**src/rtl/aurora_params.sv**
```systemverilog
// Shared parameters and types for the Aurora transport blocks.
//   ARB_SRC_CNT : default requester count of the TX arbiter
//   arb_state_t : TX arbiter FSM states
package aurora_params;
  localparam int ARB_SRC_CNT = 4;

  typedef enum logic [1:0] {
    ARB_IDLE  = 2'd0,
    ARB_GRANT = 2'd1,
    ARB_DRAIN = 2'd2
  } arb_state_t;
endpackage

```
**src/rtl/aurora_rr_pick.sv**
```systemverilog
// Combinational round-robin picker.
//   req     : request vector
//   ptr     : highest-priority index this round
//   gnt_idx : first set request at or after ptr (modulo N)
//   any     : at least one request set
module aurora_rr_pick #(
  parameter int N = 4
) (
  input  logic [N-1:0]         req,
  input  logic [$clog2(N)-1:0] ptr,
  output logic [$clog2(N)-1:0] gnt_idx,
  output logic                 any
);
  localparam int W = $clog2(N);

  // (a + b) mod N for a, b < N; the W+1 bit sum cannot overflow.
  function automatic logic [W-1:0] wrap(input logic [W:0] s);
    return (s >= (W+1)'(N)) ? W'(s - (W+1)'(N)) : W'(s);
  endfunction

  logic [N-1:0] rot;
  logic [W-1:0] first;

  always_comb begin
    rot   = '0;
    first = '0;
    any   = |req;
    // rotate so that ptr lands at bit 0
    for (int k = 0; k < N; k++)
      rot[k] = req[wrap({1'b0, ptr} + (W+1)'(k))];
    // lowest set bit wins
    for (int k = N-1; k >= 0; k--)
      if (rot[k]) first = W'(k);
    // un-rotate back to a source index
    gnt_idx = wrap({1'b0, ptr} + {1'b0, first});
  end
endmodule

```
**src/rtl/aurora_tx_arbiter.sv**
```systemverilog
// Packet-level round-robin arbiter sharing one Aurora TX stream among
// SRC_CNT AXI-S sources. A grant lasts a whole frame; new grants only
// while channel_up. A frame cut by link loss is drained at the source.
//   clk, rst (sync, active-low), channel_up
//   i_t*      : per-source AXI-S slave ports (i_tready combinational)
//   o_t*      : merged AXI-S master port (registered)
//   stat_grant, stat_busy, stat_drop_cnt : status
module aurora_tx_arbiter
  import aurora_params::*;
#(
  parameter int SRC_CNT = ARB_SRC_CNT,
  parameter int DATA_W  = 128,
  parameter int KEEP_W  = DATA_W/8
) (
  input  logic                            clk,
  input  logic                            rst,
  input  logic                            channel_up,
  input  logic [SRC_CNT-1:0][DATA_W-1:0]  i_tdata,
  input  logic [SRC_CNT-1:0][KEEP_W-1:0]  i_tkeep,
  input  logic [SRC_CNT-1:0]              i_tvalid,
  input  logic [SRC_CNT-1:0]              i_tlast,
  output logic [SRC_CNT-1:0]              i_tready,
  output logic [DATA_W-1:0]               o_tdata,
  output logic [KEEP_W-1:0]               o_tkeep,
  output logic                            o_tvalid,
  output logic                            o_tlast,
  input  logic                            o_tready,
  output logic [$clog2(SRC_CNT)-1:0]      stat_grant,
  output logic                            stat_busy,
  output logic [15:0]                     stat_drop_cnt
);
  localparam int GW = $clog2(SRC_CNT);

  arb_state_t           state_q, state_d;
  logic [GW-1:0]        ptr_q, ptr_d, grant_q, grant_d;
  logic [15:0]          drop_q, drop_d;
  logic                 tvalid_q, tvalid_d, tlast_q, tlast_d;
  logic [DATA_W-1:0]    tdata_q, tdata_d;
  logic [KEEP_W-1:0]    tkeep_q, tkeep_d;
  logic [GW-1:0]        pick_idx;
  logic                 pick_any, fwd_rdy, src_vld, src_last;

  aurora_rr_pick #(.N(SRC_CNT)) u_pick (
    .req     (i_tvalid),
    .ptr     (ptr_q),
    .gnt_idx (pick_idx),
    .any     (pick_any)
  );

  always_comb begin
    state_d  = state_q;
    ptr_d    = ptr_q;
    grant_d  = grant_q;
    drop_d   = drop_q;
    tvalid_d = tvalid_q;
    tlast_d  = tlast_q;
    tdata_d  = tdata_q;
    tkeep_d  = tkeep_q;
    i_tready = '0;
    fwd_rdy  = !tvalid_q || o_tready;
    src_vld  = i_tvalid[grant_q];
    src_last = i_tlast[grant_q];

    // pending beat leaves; a load below overrides this
    if (o_tready) tvalid_d = 1'b0;

    unique case (state_q)
      ARB_IDLE: begin
        if (channel_up && pick_any) begin
          grant_d = pick_idx;
          ptr_d   = (pick_idx == GW'(SRC_CNT-1)) ? '0 : pick_idx + 1'b1;
          state_d = ARB_GRANT;
        end
      end
      ARB_GRANT: begin
        i_tready[grant_q] = fwd_rdy;
        if (src_vld && fwd_rdy) begin
          tvalid_d = 1'b1;
          tdata_d  = i_tdata[grant_q];
          tkeep_d  = i_tkeep[grant_q];
          tlast_d  = src_last;
        end
        // an accepted tlast wins over a simultaneous link drop
        if (src_vld && fwd_rdy && src_last) state_d = ARB_IDLE;
        else if (!channel_up)               state_d = ARB_DRAIN;
      end
      ARB_DRAIN: begin
        i_tready[grant_q] = 1'b1;
        if (src_vld && src_last) begin
          if (drop_q != 16'hFFFF) drop_d = drop_q + 16'd1;
          state_d = ARB_IDLE;
        end
      end
      default: state_d = ARB_IDLE;
    endcase
  end

  always_ff @(posedge clk) begin
    if (!rst) begin
      state_q  <= ARB_IDLE;
      ptr_q    <= '0;
      grant_q  <= '0;
      drop_q   <= '0;
      tvalid_q <= 1'b0;
      tlast_q  <= 1'b0;
      tdata_q  <= '0;
      tkeep_q  <= '0;
    end else begin
      state_q  <= state_d;
      ptr_q    <= ptr_d;
      grant_q  <= grant_d;
      drop_q   <= drop_d;
      tvalid_q <= tvalid_d;
      tlast_q  <= tlast_d;
      tdata_q  <= tdata_d;
      tkeep_q  <= tkeep_d;
    end
  end

  assign o_tdata       = tdata_q;
  assign o_tkeep       = tkeep_q;
  assign o_tvalid      = tvalid_q;
  assign o_tlast       = tlast_q;
  assign stat_grant    = grant_q;
  assign stat_busy     = (state_q != ARB_IDLE);
  assign stat_drop_cnt = drop_q;
endmodule

```
**config.mk**
```make
export PLATFORM = sky130hd
export DESIGN_NAME = aurora_tx_arbiter
export DESIGN_NICKNAME = d
export VERILOG_FILES = /design/src/rtl/aurora_params.sv /design/src/rtl/aurora_rr_pick.sv /design/src/rtl/aurora_tx_arbiter.sv
export SDC_FILE = /design/constraint.sdc
export NUM_CORES = 1
export LEC_CHECK = 0
export CAP_MARGIN = 40
export CELL_PAD_IN_SITES_DETAIL_PLACEMENT = 2
export CELL_PAD_IN_SITES_GLOBAL_PLACEMENT = 2
export CORE_AREA = 2 2 295 297
export CTS_BUF_LIST = sky130_fd_sc_hd__clkbuf_16
export DETAILED_ROUTE_END_ITERATION = 10
export DIE_AREA = 0 0 297 299
export PLACE_DENSITY_LB_ADDON = 0.25
export SYNTH_ARGS = -nofsm -noshare
export SYNTH_HDL_FRONTEND = slang
export SYNTH_SLANG_ARGS = --single-unit
```
**constraint.sdc**
```tcl
create_clock -name clk -period 2.4 [get_ports clk]
set_clock_uncertainty 0.1 [all_clocks]
set_input_delay 0.36 -clock clk [delete_from_list [all_inputs] [get_ports clk]]
set_output_delay 0.36 -clock clk [all_outputs]
set_load 0.005 [all_outputs]
```
Run 1, PDN straps and rails:
Pins as bars on the die edge.
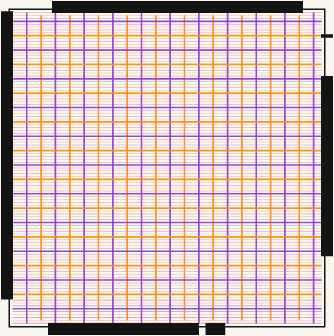
VDD -> orange
VSS -> purple
signal pins = 757
met1 rails = 109
met5 straps = 21
met4 straps = 21
rows = 108

Run 1, cell classes on the final placement:
Bar = 100 microns.
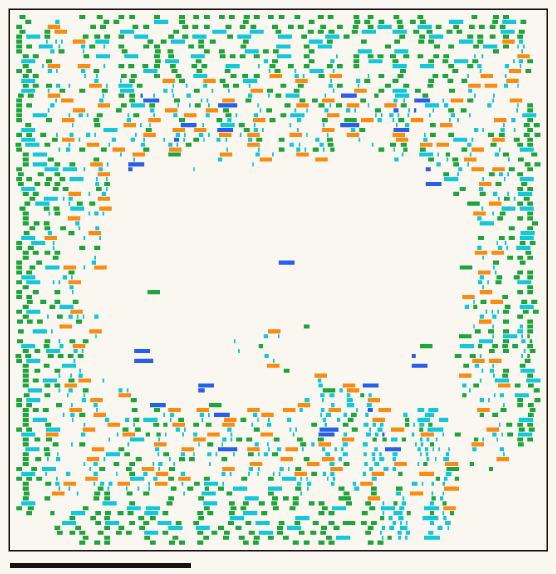
other buffers and delay cells -> green  # cells 807
clock drivers and dummy loads -> blue  # cells 32
all other logic -> cyan  # cells 719
flip-flops -> orange  # cells 168

==> changes_impl.md, run 1 <==
### Implementation results

* Result of the run: complete, no violations
* Last weighted congestion value of the routability-driven placer at ~0.9
* Area reported by Yosys stat at just over 0.01 sq mm
* Share of the clock period used by the worst path at between 90 and 100%
* CTS H-Tree Depth at 4
* Final slew viol count at 0
* Crit. path cell count at 10
* Clock Root Buffer: clkbuf_16
* Clock tree buffer depth at 2
* Delay contributed by the slowest stage of the critical path at ~530 ps
* Count of hold-fix buffers inserted at cts at 0
* Average via count per standard cell at between 3 and 4
* Maximum fanout along the worst path at 6
* Count of nets left with antenna violations after detail routing at 0
* Reg-to-reg critical path endpoint: ptr_q[1]
* Series of cell instances along the critical path: clkdlybuf4s50_1 > buf_4 > nor2_1 > o21a_1 > a211o_1 > ha_4 > nand3b_1 > a211o_1 > nand2_1 > mux2i_1
* DR vias at roughly 11,000
* GRT met3 Usage at 4.11%
* Clk sinks at 168
* Chip area at about 0.089 sq mm
* DRC Markers at 0
* Tool warning count at 31
* Met1 Resource Use GR at a little over an eighth
* Nets at around 2,300
* Worst Setup Path Type: in2reg
* Critical Path RT at approximately 2700 ps
* Synthesis-stage register bit count at about 170
* Share of synthesized registers carrying an async set or reset at 0%
* Ys cells at 976
* Setup tns final at 0 ps
* IO Port Bufs at 756
* Normalized max-slew margin at ~64%
* TritonCTS clock tree: yes
* Utilization after layout at between 20% and 30%
Run 1, clock network drawn from the DEF:
Bar = 100 microns.
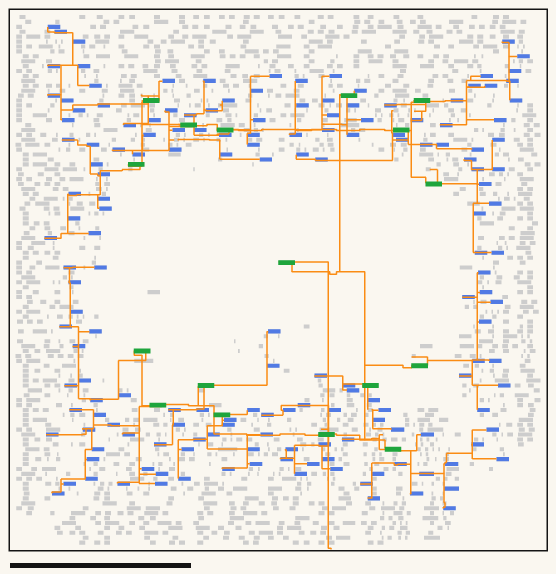
clock wires -> orange  # length 3,510 microns
cells driving clock nets -> green  # count 17
flip-flops -> blue  # count 168
routed clock nets = 18

-- run 1: cell usage after synthesis, types with 3 or more instances --
master    count
mux2i_1       3
xnor2_1      11
nand2b_1      3
inv_1         4
nor2_1       11
nand4_1       6
mux4_2      146
clkbuf_1     46
a21boi_0    147
ha_1          6
dfxtp_1     168
nand3_1       8
nand2_1     304
buf_1        12
o21ai_0       4
and3_1        6
buf_2        29
nand3b_1      3
nor2b_1       5
and4_1        3
and2_1       15
a21oi_1       4
-- run 1: placed cells by master, fill, tap and decap left out, types with 4 or more instances in the layout --
cell / Yosys / layout
nor2b_1: 5 / 5
clkbuf_16: 0 / 17
xnor2_1: 11 / 11
a21boi_0: 147 / 147
buf_4: 1 / 38
dfxtp_2: 0 / 4
dfxtp_1: 168 / 162
nand2_1: 304 / 304
and2_1: 15 / 14
nor2_1: 11 / 11
inv_1: 4 / 5
nand3_1: 8 / 8
a21oi_1: 4 / 4
bufinv_16: 0 / 5
nand4_1: 6 / 6
clkdlybuf4s50_1: 0 / 751
mux4_2: 146 / 146
and3_1: 6 / 5
buf_12: 0 / 12
-- run 1: how the worst max path moves through the flow --
stage	from	end	slack [ps]
2_1_floorplan	i_tvalid[0]	ptr_q[1]	50
3_3_place_gp	o_tready	i_tready[3]	-440
3_5_place_dp	i_tvalid[1]	ptr_q[1]	-530
4_1_cts	state_q[1]	i_tready[3]	-40
5_1_grt	ptr_q[0]	ptr_q[1]	-80
6_report	i_tvalid[1]	ptr_q[1]	10
-- run 1: flip-flops by register name, summed over array words and instances (netlist names) --
| name | flops |
|---|---|
| o_tdata | 128 |
| o_tkeep | 16 |
| o_tlast | 1 |
| o_tvalid | 1 |
| ptr_q | 2 |
| stat_drop_cnt | 16 |
| stat_grant | 2 |
| state_q | 2 |
-- run 1: report_power, final --
group / internal [W] / switching, W
clock network: 0.00185 / 0.00138
registers: 0.00307 / 0.000177
logic: 0.00285 / 0.00199
-- run 1: final cells by class --
cell class	count	area, sq um
repair buffers	807	8090
diodes	2	5.00
clock buffers	17	425
fillers	9633	65900
inverters	4	15.0
well taps	1155	1450
flip-flops and latches	168	3380
clock inverters	15	223
multi-input cells	715	6470
-- run 1: kinds of logic (layout without fill, tap and decap cells) --
logic type | after synthesis | in the layout
xor gates and xnor gates | 14 | 14
muxes | 149 | 149
other | 0 | 2
AOI/OAI and AO/OA | 172 | 172
adders and majority gates | 6 | 6
buffers and inverters | 93 | 843
DFF | 168 | 168
and+or+nand+nor | 374 | 374
-- run 1: routing by layer --
| metal | vias to the layer above | share of wire [%] | routed length (microns) |
|---|---|---|---|
| met5 | - | 0.058 | 35 |
| met4 | 6 | 1.8 | 1070 |
| met3 | 43 | 6.7 | 4050 |
| met2 | 393 | 55 | 33200 |
| met1 | 5480 | 36 | 21900 |
| li1 | 5027 | - | - |
-- run 1: stage by stage --
step	area [sq um]	cells	hold WS (ps)	setup slack [ps]	power (W)
floorplan	10100	976	360	53.9	0.00558
global placement	19300	2847	350	-437	0.00819
detailed placement	19300	2847	359	-534	0.00825
CTS	20000	2881	136	-38.9	0.0117
global route	20000	2881	161	-77.6	0.0121
finish	20000	2883	189	11.5	0.0113
## Run 2: what changed since run 1
--- a/config.mk
+++ b/config.mk
@@ -8,11 +8,12 @@
 export CAP_MARGIN = 40
 export CELL_PAD_IN_SITES_DETAIL_PLACEMENT = 2
 export CELL_PAD_IN_SITES_GLOBAL_PLACEMENT = 2
-export CORE_AREA = 2 2 295 297
+export CORE_AREA = 2 2 296 298
 export CTS_BUF_LIST = sky130_fd_sc_hd__clkbuf_16
 export DETAILED_ROUTE_END_ITERATION = 10
-export DIE_AREA = 0 0 297 299
+export DIE_AREA = 0 0 298 300
 export PLACE_DENSITY_LB_ADDON = 0.25
 export SYNTH_ARGS = -nofsm -noshare
 export SYNTH_HDL_FRONTEND = slang
+export SYNTH_HIERARCHICAL = 1
 export SYNTH_SLANG_ARGS = --single-unit
Run 2, cell classes on the final placement:
Bar = 100 microns.
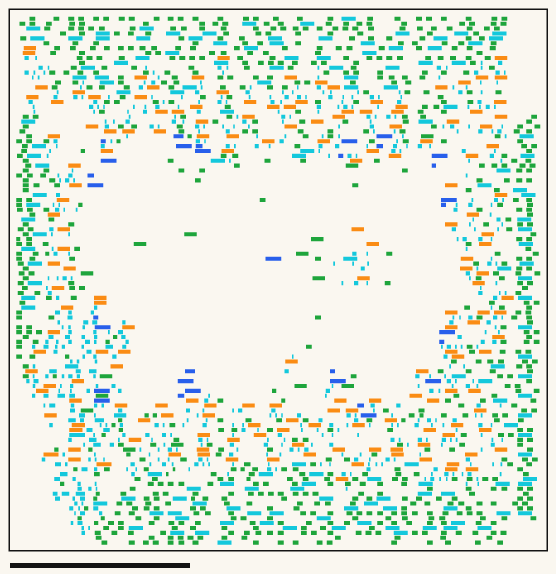
all other logic -> cyan  # cells 721
flip-flops -> orange  # cells 168
other buffers and delay cells -> green  # cells 806
clock drivers and dummy loads -> blue  # cells 32

Run 2, PDN straps and rails:
Pins as bars on the die edge.
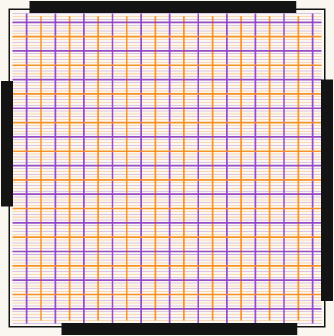
VDD -> orange
VSS -> purple
rows = 108
met1 rails = 109

==> run 2 against run 1 <==
Against the previous run:
- fmax rose by 4.9%
- sequential cell count did not move
- final area fell by 0.19%
- global-route usage rose by 0.73 points
- clock power fell by 8.7%
- largest cell class unchanged
- largest power group unchanged
==> changes_impl.md, run 2 <==
### Implementation results

* Count of hold-fix buffers inserted at cts at 0
* Maximum fanout along the worst path at 3
* Antenna Diode Count at 0
* Clk sinks at around 170
* Area of all placed cells without fillers at ~0.020 sq mm
* Relative contribution of sequential cells to total power at between 20% and 30%
* Switching share of power at 37.1%
* TritonCTS clock tree: yes
* DRC Markers at 0
* Power spent charging and discharging nets at 0.00516 W
* IO Port Bufs at 756
* Average via count per standard cell at between 3 and 4
* Count of nets left with antenna violations after detail routing at 0
* Nets at 2,308
* Register area at between 0.003 and 0.004 sq mm
* Result of the run: complete, no violations
* Ys cells at about 970
* Area of the multi-input gates at roughly 0.0064 sq mm
* Cell taking the most area after synthesis: dfxtp_1
* Utilization after layout at between 20% and 30%
* Number of flip-flops in the largest register at around 130
* CTS H-Tree Depth at 4
* P_int at 0.00875 W
* Core area at 0.0862 sq mm
* Synthesis-stage register bit count at ~170
* Top cells excl fill/tap: clkdlybuf4s50_1 (751), nand2_1 (305), dfxtp_1 (164), mux4_2 (146), a21boi_0 (95)
* Clock tree buffer depth at 2
* Placement Cell Area at around 0.019 sq mm
* Fillcell total at around 9,700
* Total count of hold-check failures in the final report at 0
* Clock share of power at 21.2%
* Leading cell type by number of instances after synthesis: nand2_1
* DR vias at between 10,000 and 15,000
* Critical Path RT at between 1500 and 2000 ps
* Crit path launch: state_q[0]
* Clock Root Buffer: clkbuf_16
* Tool warning count at 28
* Worst hold slack across all endpoints at 198 ps
* Share of the clock period used by the worst path at approximately 95%
* Most common library cells after synthesis: nand2_1 (305), dfxtp_1 (168), mux4_2 (146)
* Post-synth area hogs: dfxtp_1 (33%), mux4_2 (32%), nand2_1 (11%), a21boi_0 (7.0%), a21boi_1 (3.7%)
* Combinational fraction of design power at 52.8%
* Most frequent logic cell in the layout: clkdlybuf4s50_1
* Worst Setup Path Type: reg2out
## run 2: cell types whose count changed in the layout (fill, tap and decap cells not counted), sizes merged, moves of 3 or more
cell and change:
bufinv -5, clkinv +3, and3 -4, xor2 +8, inv +3, nand3b -3
nor2 -4, nor3 +8, o21ai -3, xnor2 -7
## run 2: layout make-up
type / instances / share of cell area [%]
clock inverters: 14 / 0.744
repair buffers: 806 / 40.6
multi-input cells: 716 / 32.2
flip-flops and latches: 168 / 16.9
clock buffers: 18 / 2.25
inverters: 5 / 0.0938
well taps: 1155 / 7.22
## run 2: path summary, 6_finish.rpt
| check | slack (ps) | cells after the start | end |
|---|---|---|---|
| worst max-delay path | 120 | 6 | i_tready[0] |
| worst min-delay path | 200 | 2 | o_tdata[121] |
| worst max register to register | 240 | 10 | ptr_q[1] |
| worst min register to register | 350 | 2 | o_tdata[71] |
## run 2: cell families after synthesis
| group | after synthesis | synth area share, % |
|---|---|---|
| buffers and inverters | 90 | 4.38 |
| flip-flops | 168 | 32.9 |
| AND/OR/NAND/NOR | 379 | 15.8 |
| AND-OR/OR-AND | 165 | 12.2 |
| adder cells (fa/ha/maj) | 6 | 0.734 |
| XOR/XNOR | 14 | 1.20 |
| multiplexers | 152 | 32.8 |
## run 2: critical path, cell delays in order (launching register included)
cell,delay (ps)
dfxtp_2,370
inv_1,70
ha_1,280
o21a_1,170
buf_4,130
nor3b_1,170
buf_2,160
## run 2: what timing repair did
item	CTS	global route
setup endpoints to repair	6	7
pin swaps	1	1
buffers inserted	2	3
gates resized	17	2
## run 2: through the flow
stage          std cells  total power [W]  worst slack [ps]
6_report            2882           0.0139               124
3_5_place_dp        2845           0.0113              -381
3_3_place_gp        2845           0.0112              -303
2_1_floorplan        974          0.00737               420
4_1_cts             2879           0.0145              13.3
5_1_grt             2882           0.0150              1.18
## run 2: power by group through the flow
stage	clock network (W)	registers, W	logic (W)
2_1_floorplan	0	0.00363	0.00374
3_3_place_gp	0	0.00368	0.00753
3_5_place_dp	0	0.00371	0.00758
4_1_cts	0.00316	0.00366	0.00764
5_1_grt	0.00326	0.00370	0.00803
6_report	0.00295	0.00362	0.00735
## run 2: per-layer routing
| layer | track usage [%] | wire length (microns) | vias up |
|---|---|---|---|
| met1 | 15.8 | 24700 | 5552 |
| met5 | 0 | 41 | - |
| met2 | 26.6 | 35300 | 307 |
| met3 | 3.73 | 3430 | 19 |
| li1 | - | - | 5023 |
| met4 | 2.23 | 410 | 6 |
No activity file was given, so power comes from the tool's default toggle rates.
